$ cat src/rtl/tia_pf_pkg.sv
// rtl/tia_pf_pkg.sv - shared types, constants and helpers for the playfield serializer
package tia_pf_pkg;

  typedef enum logic [1:0] {
    IDLE  = 2'd0,
    LEFT  = 2'd1,
    RIGHT = 2'd2
  } pf_state_e;

  localparam int TIA_PF_BITS     = 20;
  localparam int TIA_PIX_PER_BIT = 4;

  // Ceiling log2; clog2(1) is 0, callers clamp to 1 where a width is needed.
  function automatic int clog2(input int value);
    int r;
    r = 0;
    for (int i = 0; i < 31; i++) begin
      if ((1 << i) < value) r = i + 1;
    end
    return r;
  endfunction

  // Legacy PF0/PF1/PF2 bit to linear pattern index (display order).
  // PF0 uses bits 4..7 (bit 4 first), PF1 is shown MSB first, PF2 LSB first.
  // Returns -1 for PF0 bits 0..3, which were never displayed.
  function automatic int legacy_pf_index(input logic [1:0] reg_sel, input logic [2:0] bit_pos);
    int idx;
    idx = -1;
    case (reg_sel)
      2'd0: if (bit_pos >= 3'd4) idx = int'(bit_pos) - 4;
      2'd1: idx = 4 + (7 - int'(bit_pos));
      2'd2: idx = 12 + int'(bit_pos);
      default: idx = -1;
    endcase
    return idx;
  endfunction

endpackage

$ cat src/rtl/tia_pf_bit_timer.sv
// rtl/tia_pf_bit_timer.sv - pixel/bit counter with up/down bit index and half strobes
module tia_pf_bit_timer
  import tia_pf_pkg::*;
#(
  parameter int PF_BITS     = TIA_PF_BITS,
  parameter int PIX_PER_BIT = TIA_PIX_PER_BIT,
  parameter int BIT_W       = clog2(PF_BITS),
  parameter int PIX_W       = (clog2(PIX_PER_BIT) > 0) ? clog2(PIX_PER_BIT) : 1
) (
  input  logic             clkp,
  input  logic             reset_bar,
  input  logic             run_i,        // a half-line is in progress
  input  logic             start_i,      // begin a line at bit 0, counting up
  input  logic             turn_i,       // begin the right half
  input  logic             turn_down_i,  // direction for the right half (1 = down)
  output logic             bit_done_o,   // last pixel of the current bit
  output logic             half_done_o,  // last pixel of the last bit of this half
  output logic [BIT_W-1:0] bit_cnt_o,
  output logic [BIT_W-1:0] next_bit_o
);

  localparam logic [PIX_W-1:0] PIX_LAST = PIX_W'(PIX_PER_BIT - 1);
  localparam logic [BIT_W-1:0] BIT_LAST = BIT_W'(PF_BITS - 1);

  logic [PIX_W-1:0] pix_cnt_q, pix_cnt_d;
  logic [BIT_W-1:0] bit_cnt_q, bit_cnt_d;
  logic             down_q, down_d;

  // With PIX_PER_BIT=1 PIX_LAST is 0 and pix_cnt never leaves 0, so every edge ends a bit.
  assign bit_done_o  = run_i && (pix_cnt_q == PIX_LAST);
  assign half_done_o = bit_done_o && (bit_cnt_q == (down_q ? '0 : BIT_LAST));
  assign next_bit_o  = down_q ? (bit_cnt_q - BIT_W'(1)) : (bit_cnt_q + BIT_W'(1));
  assign bit_cnt_o   = bit_cnt_q;

  // Next counter values: start beats turn beats end-of-half beats normal counting.
  always_comb begin
    pix_cnt_d = pix_cnt_q;
    bit_cnt_d = bit_cnt_q;
    down_d    = down_q;
    if (start_i) begin
      pix_cnt_d = '0;
      bit_cnt_d = '0;
      down_d    = 1'b0;
    end else if (turn_i) begin
      pix_cnt_d = '0;
      bit_cnt_d = turn_down_i ? BIT_LAST : '0;
      down_d    = turn_down_i;
    end else if (half_done_o) begin
      pix_cnt_d = '0;
      bit_cnt_d = '0;
      down_d    = 1'b0;
    end else if (bit_done_o) begin
      pix_cnt_d = '0;
      bit_cnt_d = next_bit_o;
    end else if (run_i) begin
      pix_cnt_d = pix_cnt_q + PIX_W'(1);
    end
  end

  // Counter registers.
  always_ff @(posedge clkp or negedge reset_bar) begin
    if (!reset_bar) begin
      pix_cnt_q <= '0;
      bit_cnt_q <= '0;
      down_q    <= 1'b0;
    end else begin
      pix_cnt_q <= pix_cnt_d;
      bit_cnt_q <= bit_cnt_d;
      down_q    <= down_d;
    end
  end

endmodule

$ cat src/rtl/tia_playfield_serializer.sv
// rtl/tia_playfield_serializer.sv - playfield pattern store and two-half line serializer
module tia_playfield_serializer
  import tia_pf_pkg::*;
#(
  parameter int PF_BITS     = TIA_PF_BITS,
  parameter int PIX_PER_BIT = TIA_PIX_PER_BIT,
  parameter int NUM_BYTES   = (PF_BITS + 7) / 8,
  parameter int IDX_W       = (clog2(NUM_BYTES) > 0) ? clog2(NUM_BYTES) : 1,
  parameter int BIT_W       = clog2(PF_BITS)
) (
  input  logic             clkp,
  input  logic             reset_bar,
  input  logic             line_start,
  input  logic             wr_en,
  input  logic [IDX_W-1:0] wr_idx,
  input  logic [7:0]       wr_data,
  input  logic             reflect,
  output logic             pf,
  output logic             pf_right,
  output logic             busy,
  output logic [BIT_W-1:0] bit_idx
);

  pf_state_e          state_q, state_d;
  logic [PF_BITS-1:0] pattern_q, pattern_d;
  logic               pf_q, pf_d;
  logic               pf_right_q, pf_right_d;
  logic               start, turn;
  logic               bit_done, half_done;
  logic [BIT_W-1:0]   bit_cnt, next_bit;

  tia_pf_bit_timer #(
    .PF_BITS    (PF_BITS),
    .PIX_PER_BIT(PIX_PER_BIT),
    .BIT_W      (BIT_W)
  ) u_timer (
    .clkp       (clkp),
    .reset_bar  (reset_bar),
    .run_i      (state_q != IDLE),
    .start_i    (start),
    .turn_i     (turn),
    .turn_down_i(reflect),
    .bit_done_o (bit_done),
    .half_done_o(half_done),
    .bit_cnt_o  (bit_cnt),
    .next_bit_o (next_bit)
  );

  // Byte write into the pattern; only bits that exist for this slot are touched,
  // so out-of-range slots and bits past PF_BITS fall out naturally.
  always_comb begin
    pattern_d = pattern_q;
    if (wr_en) begin
      for (int b = 0; b < PF_BITS; b++) begin
        if ((b / 8) == int'(wr_idx)) pattern_d[b] = wr_data[b % 8];
      end
    end
  end

  // Line FSM; every new bit samples the pre-edge pattern so writes never land mid-bit.
  always_comb begin
    state_d    = state_q;
    pf_d       = pf_q;
    pf_right_d = pf_right_q;
    start      = 1'b0;
    turn       = 1'b0;
    if (line_start) begin
      state_d    = LEFT;
      start      = 1'b1;
      pf_d       = pattern_q[0];
      pf_right_d = 1'b0;
    end else begin
      case (state_q)
        LEFT: begin
          if (half_done) begin
            state_d    = RIGHT;
            turn       = 1'b1;
            pf_right_d = 1'b1;
            pf_d       = reflect ? pattern_q[PF_BITS-1] : pattern_q[0];
          end else if (bit_done) begin
            pf_d = pattern_q[next_bit];
          end
        end
        RIGHT: begin
          if (half_done) begin
            state_d    = IDLE;
            pf_d       = 1'b0;
            pf_right_d = 1'b0;
          end else if (bit_done) begin
            pf_d = pattern_q[next_bit];
          end
        end
        default: begin
          state_d = IDLE;
        end
      endcase
    end
  end

  // State, pattern and output registers.
  always_ff @(posedge clkp or negedge reset_bar) begin
    if (!reset_bar) begin
      state_q    <= IDLE;
      pattern_q  <= '0;
      pf_q       <= 1'b0;
      pf_right_q <= 1'b0;
    end else begin
      state_q    <= state_d;
      pattern_q  <= pattern_d;
      pf_q       <= pf_d;
      pf_right_q <= pf_right_d;
    end
  end

  assign pf       = pf_q;
  assign pf_right = pf_right_q;
  assign busy     = (state_q != IDLE);
  assign bit_idx  = bit_cnt;

endmodule
$ cat config.mk
export PLATFORM = sky130hd
export DESIGN_NAME = tia_playfield_serializer
export DESIGN_NICKNAME = d
export VERILOG_FILES = /design/src/rtl/tia_pf_pkg.sv /design/src/rtl/tia_pf_bit_timer.sv /design/src/rtl/tia_playfield_serializer.sv
export SDC_FILE = /design/constraint.sdc
export NUM_CORES = 1
export LEC_CHECK = 0
export CAP_MARGIN = 10
export CORE_MARGIN = 3
export CORE_UTILIZATION = 56
export CTS_BUF_LIST = sky130_fd_sc_hd__clkbuf_4 sky130_fd_sc_hd__clkbuf_8
export DETAILED_ROUTE_END_ITERATION = 8
export PLACE_DENSITY = 0.84
export SKIP_CTS_REPAIR_TIMING = 1
export SLEW_MARGIN = 15
export SYNTH_ARGS = -nofsm -noshare
export SYNTH_HDL_FRONTEND = slang
export SYNTH_HIERARCHICAL = 1
export SYNTH_SLANG_ARGS = --single-unit
$ cat constraint.sdc
create_clock -name clkp -period 3.35 [get_ports clkp]
set_input_delay 1.005 -clock clkp [delete_from_list [all_inputs] [get_ports clkp]]
set_output_delay 1.005 -clock clkp [all_outputs]
set_load 0.01 [all_outputs]
==> flow_metrics.tcl, run 1 <==
# yosys + openroad results
set metrics [dict create \
    regMostFlops "pattern_q" \
    tns_ns 0 \
    hold_violations 0 \
    reg2reg_from "u_timer/down_q$_DFFE_PN0P_" \
    timing.critical_path.mode_cell "nor2_1" \
    grt_setup_unrepaired "false" \
    drive_above_1_share 0.247 \
    xor_share 0.0304 \
    clock_skew_ns 0.0154 \
    clock_latency_ns 0.33 \
    route.vias.total 1259 \
    fin_nets 190 \
    reg2reg_to "u_timer/bit_cnt_o[3]$_DFFE_PN0P_" \
    top_cell "dfrtp_1" \
    num-nonclk-inverters 7 \
    edf_count 0 \
    pre_cts_slack_ns 0.370 \
    fin_ws_ns 0.453 \
    root_buffer "clkbuf_4" \
    slew_headroom 0.544 \
    cpPeakStageDelay_ns 0.56 \
    critPathKind "reg -> reg" \
    use_met1 0.254 \
    ys_sh_mux 0.208 \
    grt_pass1_wl_mm 5.76 \
    synth_flop_count 32 \
    aoi_share 0.119 \
    cp_top_family "simple AND/OR/NAND/NOR gates" \
    post_dp_cell_area_sq_mm 0.00198 \
    yosysTopAreaCellShare 0.464 \
    die_h_microns 61.5 \
    grt_max_degree 33 \
    clockBufferDepth 2 \
    endpoint "u_timer/bit_cnt_o[3]$_DFFE_PN0P_" \
    cp.depth 8 \
    power_frac_seq 0.568 \
    final_cell_mix "dfrtp_1 (32), clkdlybuf4s50_1 (22), mux2_2 (20), nor2_1 (9), a21oi_1 (9)" \
    ys_seq_share 0.464 \
    ys.flop_type "dfrtp_1" \
    syn_nets 161 \
    gr-usage-met3 0.0566 \
    cp.buffers_inverters 1 \
    end_kind "flop" \
    ys_types 37 \
    outcome "finished, final reports clean" \
    first_pass_iters 5 \
    num-clock-buffers 6 \
    whs_path_depth 1 \
    synth-async-reset-ratio 1.00 \
    cts_tree "yes" \
    dp.final_hpwl_mm 2.70 \
    ys_sh_simple 0.117 \
    clk_pin_slew_ns 0.10 \
    fmax_ghz 0.345 \
    clk-power_mw 0.208 \
    reg2reg_depth 8 \
    io_pins 23 \
]
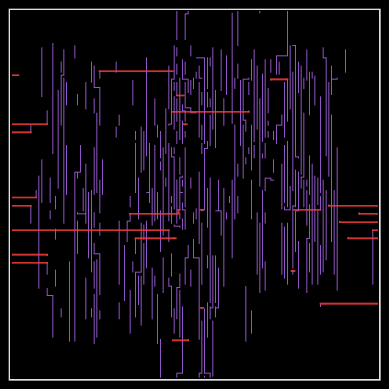
Run 1: wiring by layer
(6 px per micron) Only two layers are drawn.
legend:
  purple:
    layer: metal 2
    wire_length: 1820 microns
  red:
    layer: metal 3
    wire_length: 138 microns
DRT Wirelength: 3.50 mm
Routed wire per std cell: 17.4 microns

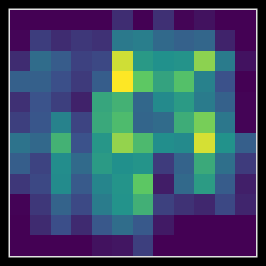
Run 1: wiring heat map
(4 px per micron) 12 x 12 tiles, from dark purple (low) to yellow (high), scaled to the fullest tile. Values are wire area over tile area, all layers added.
nearly empty tiles: 20%
tiles over half the peak: 21%
emptiest ninth of the die: south-east
fullest tile: 0.51
densest ninth of the die: centre

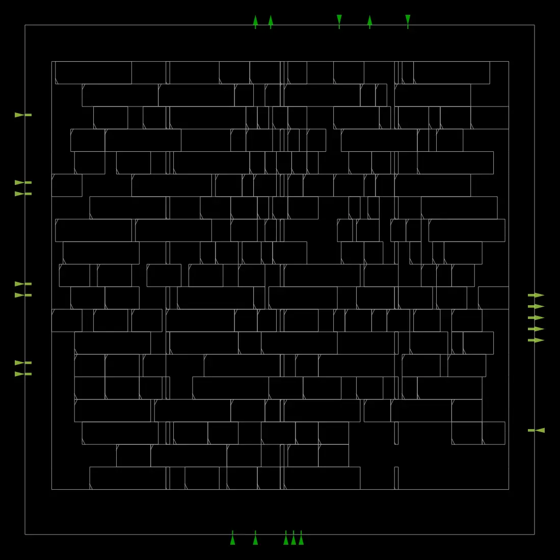
Run 1: placed standard cells
Post-Route Utilization: 0.712
Filler cells: 213
number of well taps: 31

Run 1, close-up of the layout:
Region (16, 16) to (46, 46) microns. Cells in grey, sequential cells in the stronger grey; small squares are vias.
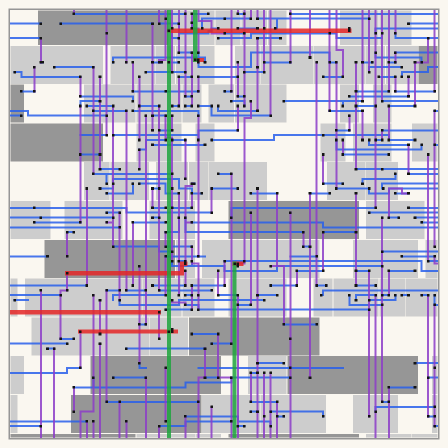

==> run 1 -> run 2 <==
Settings changed: CORE_UTILIZATION 56 to 60, DONT_BUFFER_PORTS set to 1, PLACE_DENSITY 0.84 to 0.79.
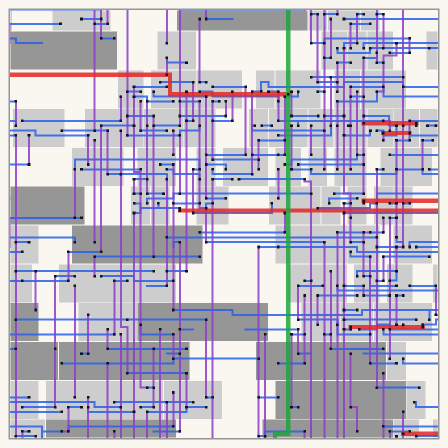
Run 2: close-up of the layout
Region (15, 15) to (45, 45) microns. Cells in grey, sequential cells in the stronger grey; small squares are vias.
legend:
  purple:
    layer: metal 2
  blue:
    layer: metal 1
  green:
    layer: metal 4
  red:
    layer: metal 3
sequential cells in the window: 8
netlist names of flops here include: pattern_q (5), u_timer/bit_cnt_o (2)
most frequent: dfrtp_1 (8), inv_1 (6), nor2_1 (6)
cells with their middle in the window: 65

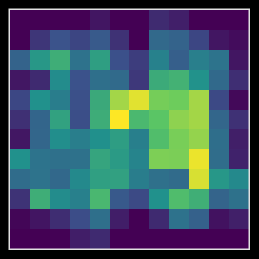
Run 2: wiring heat map
(4 px per micron) 12 x 12 tiles, from dark purple (low) to yellow (high), scaled to the fullest tile. Values are wire area over tile area, all layers added.
nearly empty tiles: 16%
densest ninth of the die: centre
fullest tile: 0.42
tiles over half the peak: 27%
Routed wire per std cell: 17.7 microns
total number of vias: 1161
DRT Wirelength: 3.15 mm
Global Route Usage Sum: 0.206

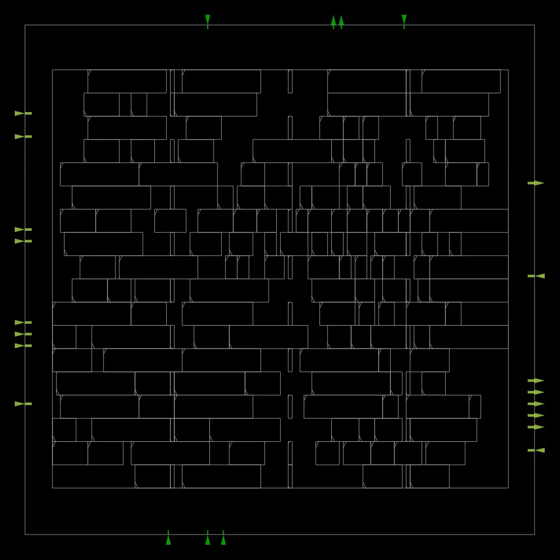
Run 2: placed standard cells
Core Region: 0.00261 sq mm
sequential cell area share: 0.441
number of well taps: 30

==> run 2 against run 1 <==
Against the previous run: first-iteration DRC count down 48%; global-route usage down 0.99 points; total power down 2.7%; flip-flop count unchanged; count of clock-buffer cells in the layout unchanged; clock power up 8%; combinational power down 27%; non-clock buffer count down 23; sequential power about the same; wire length down 10%; critical path depth unchanged; area after synthesis unchanged.
==> flow_metrics.tcl, run 2 <==
# yosys + openroad results
set metrics [dict create \
    outcome "finished, final reports clean" \
    cpPeakStageDelay_ns 0.54 \
    ys_types 37 \
    grt_pass1_wl_mm 5.40 \
    clk_pin_slew_ns 0.10 \
    cp.buffers_inverters 1 \
    fin_nets 167 \
    slew_headroom 0.559 \
    clock_latency_ns 0.33 \
    critPathKind "reg -> reg" \
    num-nonclk-inverters 7 \
    ys.flop_type "dfrtp_1" \
    aoi_share 0.119 \
    syn_nets 161 \
    synth-async-reset-ratio 1.00 \
    ys_sh_mux 0.208 \
    root_buffer "clkbuf_4" \
    fin_ws_ns 0.614 \
    num-clock-buffers 6 \
    power_frac_seq 0.585 \
    reg2reg_to "u_timer/bit_cnt_o[3]$_DFFE_PN0P_" \
    cp.depth 8 \
    gr-usage-met3 0.0588 \
    first_pass_iters 4 \
    edf_count 0 \
    clockBufferDepth 2 \
    final_util 0.694 \
    synth_flop_count 32 \
    endpoint "u_timer/bit_cnt_o[3]$_DFFE_PN0P_" \
    end_kind "flop" \
    cts_tree "yes" \
    timing.critical_path.mode_cell "nor2_1" \
    post_dp_cell_area_sq_mm 0.00175 \
    regMostFlops "pattern_q" \
    grt_setup_unrepaired "false" \
    reg2reg_from "u_timer/down_q$_DFFE_PN0P_" \
    drive_above_1_share 0.284 \
    pre_cts_slack_ns 0.666 \
    tns_ns 0 \
    top_cell "dfrtp_1" \
    clk-power_mw 0.225 \
    clock_skew_ns 0.00763 \
    ys_seq_share 0.464 \
    fmax_ghz 0.366 \
    final_cell_mix "dfrtp_1 (32), mux2_2 (20), nor2_1 (9), a21oi_1 (9), inv_1 (7)" \
    io_pins 23 \
    dp.final_hpwl_mm 2.40 \
    ys_sh_simple 0.117 \
]
Run 2, selected gate families:
(6 px per micron)
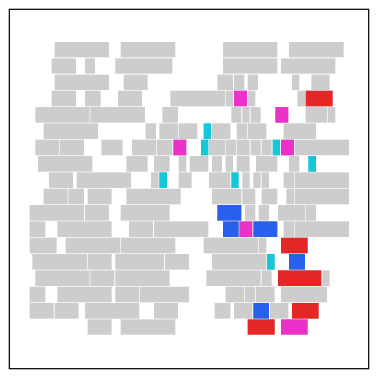

==> run 2 -> run 3 <==
Settings changed: CORE_UTILIZATION 60 to 59, PLACE_DENSITY 0.79 to 0.81.
Clock period 3.35 ns to 2.41 ns, I/O delays scaled along.
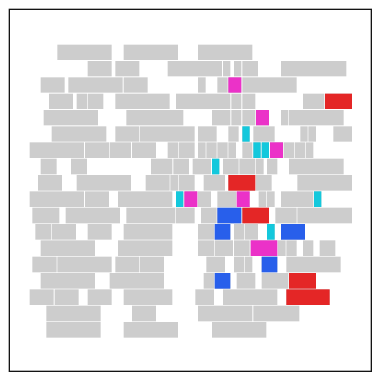
Run 3: selected gate families
(6 px per micron)
legend:
  magenta:
    family: and/or cells
    cells: 6
    most_used: or2_2
  red:
    family: fa/ha/maj cells
    cells: 5
    most_used: ha_1
  cyan:
    family: inv cells
    cells: 7
    most_used: inv_1
  blue:
    family: non-inverting ao/oa cells
    cells: 5
    most_used: a21o_1
    where: centre
post-route insts no fill: 182
most frequent logic cell in the layout: dfrtp_1
logic share of the area: 0.478

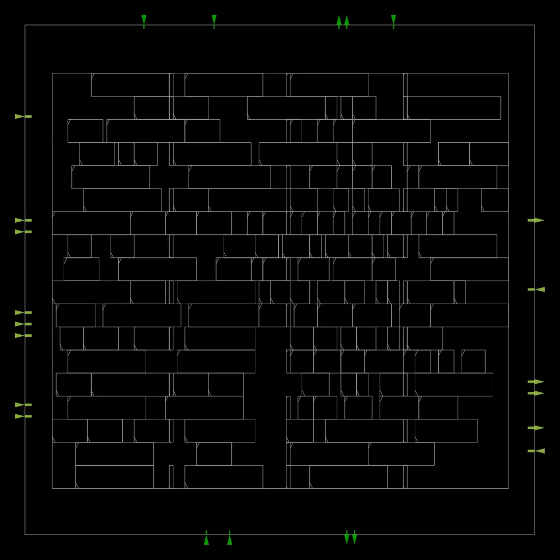
Run 3: placed standard cells
# rows: 18
flip-flops: 32
Core Region: 0.00264 sq mm

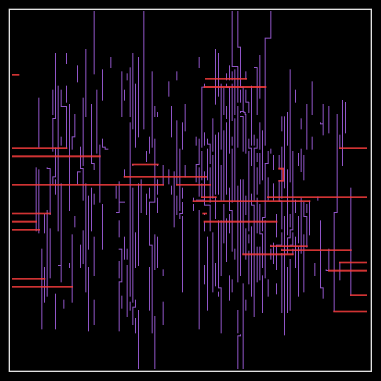
Run 3: wiring by layer
(6 px per micron) Only two layers are drawn.
legend:
  red:
    layer: metal 3
    wire_length: 221 microns
  purple:
    layer: metal 2
    wire_length: 1780 microns
DRT Wirelength: 3.36 mm
total number of vias: 1178

==> run 3 against run 2 <==
Against the previous run: setup slack got worse by 0.47 ns; hold slack worse by 0.29 ns; global-route usage grew 0.69 points; core utilization increased by 1.4 points; sequential share of layout area is 1.3 points lower; total power up 51%; die area increased by 1.5%; maximum frequency up 21%; cell area is 3.0% higher; critical path depth shrank 1; critical endpoint is now pf$_DFFE_PN0P_.
==> flow_metrics.tcl, run 3 <==
# yosys + openroad results
set metrics [dict create \
    outcome "finished, final reports clean" \
    post_dp_cell_area_sq_mm 0.00178 \
    final_cell_mix "dfrtp_1 (32), mux2_2 (20), nor2_1 (9), a21oi_1 (9), inv_1 (7)" \
    grt_setup_unrepaired "false" \
    num-nonclk-inverters 7 \
    grt_max_degree 33 \
    reg2reg_from "u_timer/down_q$_DFFE_PN0P_" \
    fin_nets 171 \
    wl_met3_microns 221 \
    final_util 0.709 \
    seq-cell-share 0.429 \
    cp.buffers_inverters 0 \
    ys.flop_type "dfrtp_1" \
    top_cell "dfrtp_1" \
    clockBufferDepth 2 \
    hold_violations 0 \
    buffer_area_frac 0.0161 \
    warning_count 26 \
    syn_nets 161 \
    synth-async-reset-ratio 1.00 \
    drive_above_1_share 0.309 \
    switching_share 0.241 \
    endpoint "pf$_DFFE_PN0P_" \
    power_frac_seq 0.537 \
    setup_viol_count_final 0 \
    root_buffer "clkbuf_4" \
    edf_count 0 \
    fill_cells 186 \
    clock_latency_ns 0.33 \
    fin_ws_ns 0.144 \
    synth_flop_count 32 \
    wl_per_cell_microns 18.4 \
    ys_sh_mux 0.208 \
    ys_types 37 \
    pre_cts_slack_ns 0.161 \
    tns_ns 0 \
    reg2reg_to "pf$_DFFE_PN0P_" \
    gr-usage-met3 0.0648 \
    xor_share 0.0304 \
    clk-power_mw 0.408 \
    finalCriticalPeriod_ns 2.27 \
    ys_sh_simple 0.117 \
    ys_seq_share 0.464 \
    cts_tree "yes" \
    first_pass_iters 5 \
    dp_cells 174 \
    tap_cells 30 \
    die_h_microns 60.1 \
    use_met1 0.249 \
    critPathKind "reg -> reg" \
    num-clock-buffers 5 \
    aoi_share 0.119 \
    p_int_mw 0.926 \
    antenna_found_initial 0 \
    fmax_ghz 0.441 \
    yosysTopAreaCell "dfrtp_1" \
    regMostFlops "pattern_q" \
    dp.final_hpwl_mm 2.56 \
    clk_pin_slew_ns 0.11 \
    end_kind "flop" \
    crit_arrival_ns 2.47 \
    cp.depth 7 \
    slew_headroom 0.557 \
    cpPeakStageDelay_ns 0.50 \
    yosysTopAreaCellShare 0.464 \
    cp_top_family "AND-OR/OR-AND gates" \
    htree_num_levels 2 \
    drt_iter0_drc 60 \
    clock_skew_ns 0.00640 \
    comb_power_share 0.128 \
    track_usage 0.213 \
    reg2reg_depth 7 \
    io_pins 23 \
    grt_pass1_wl_mm 5.53 \
]
Power figures rest on the tool's default switching activity, not on a simulated workload.
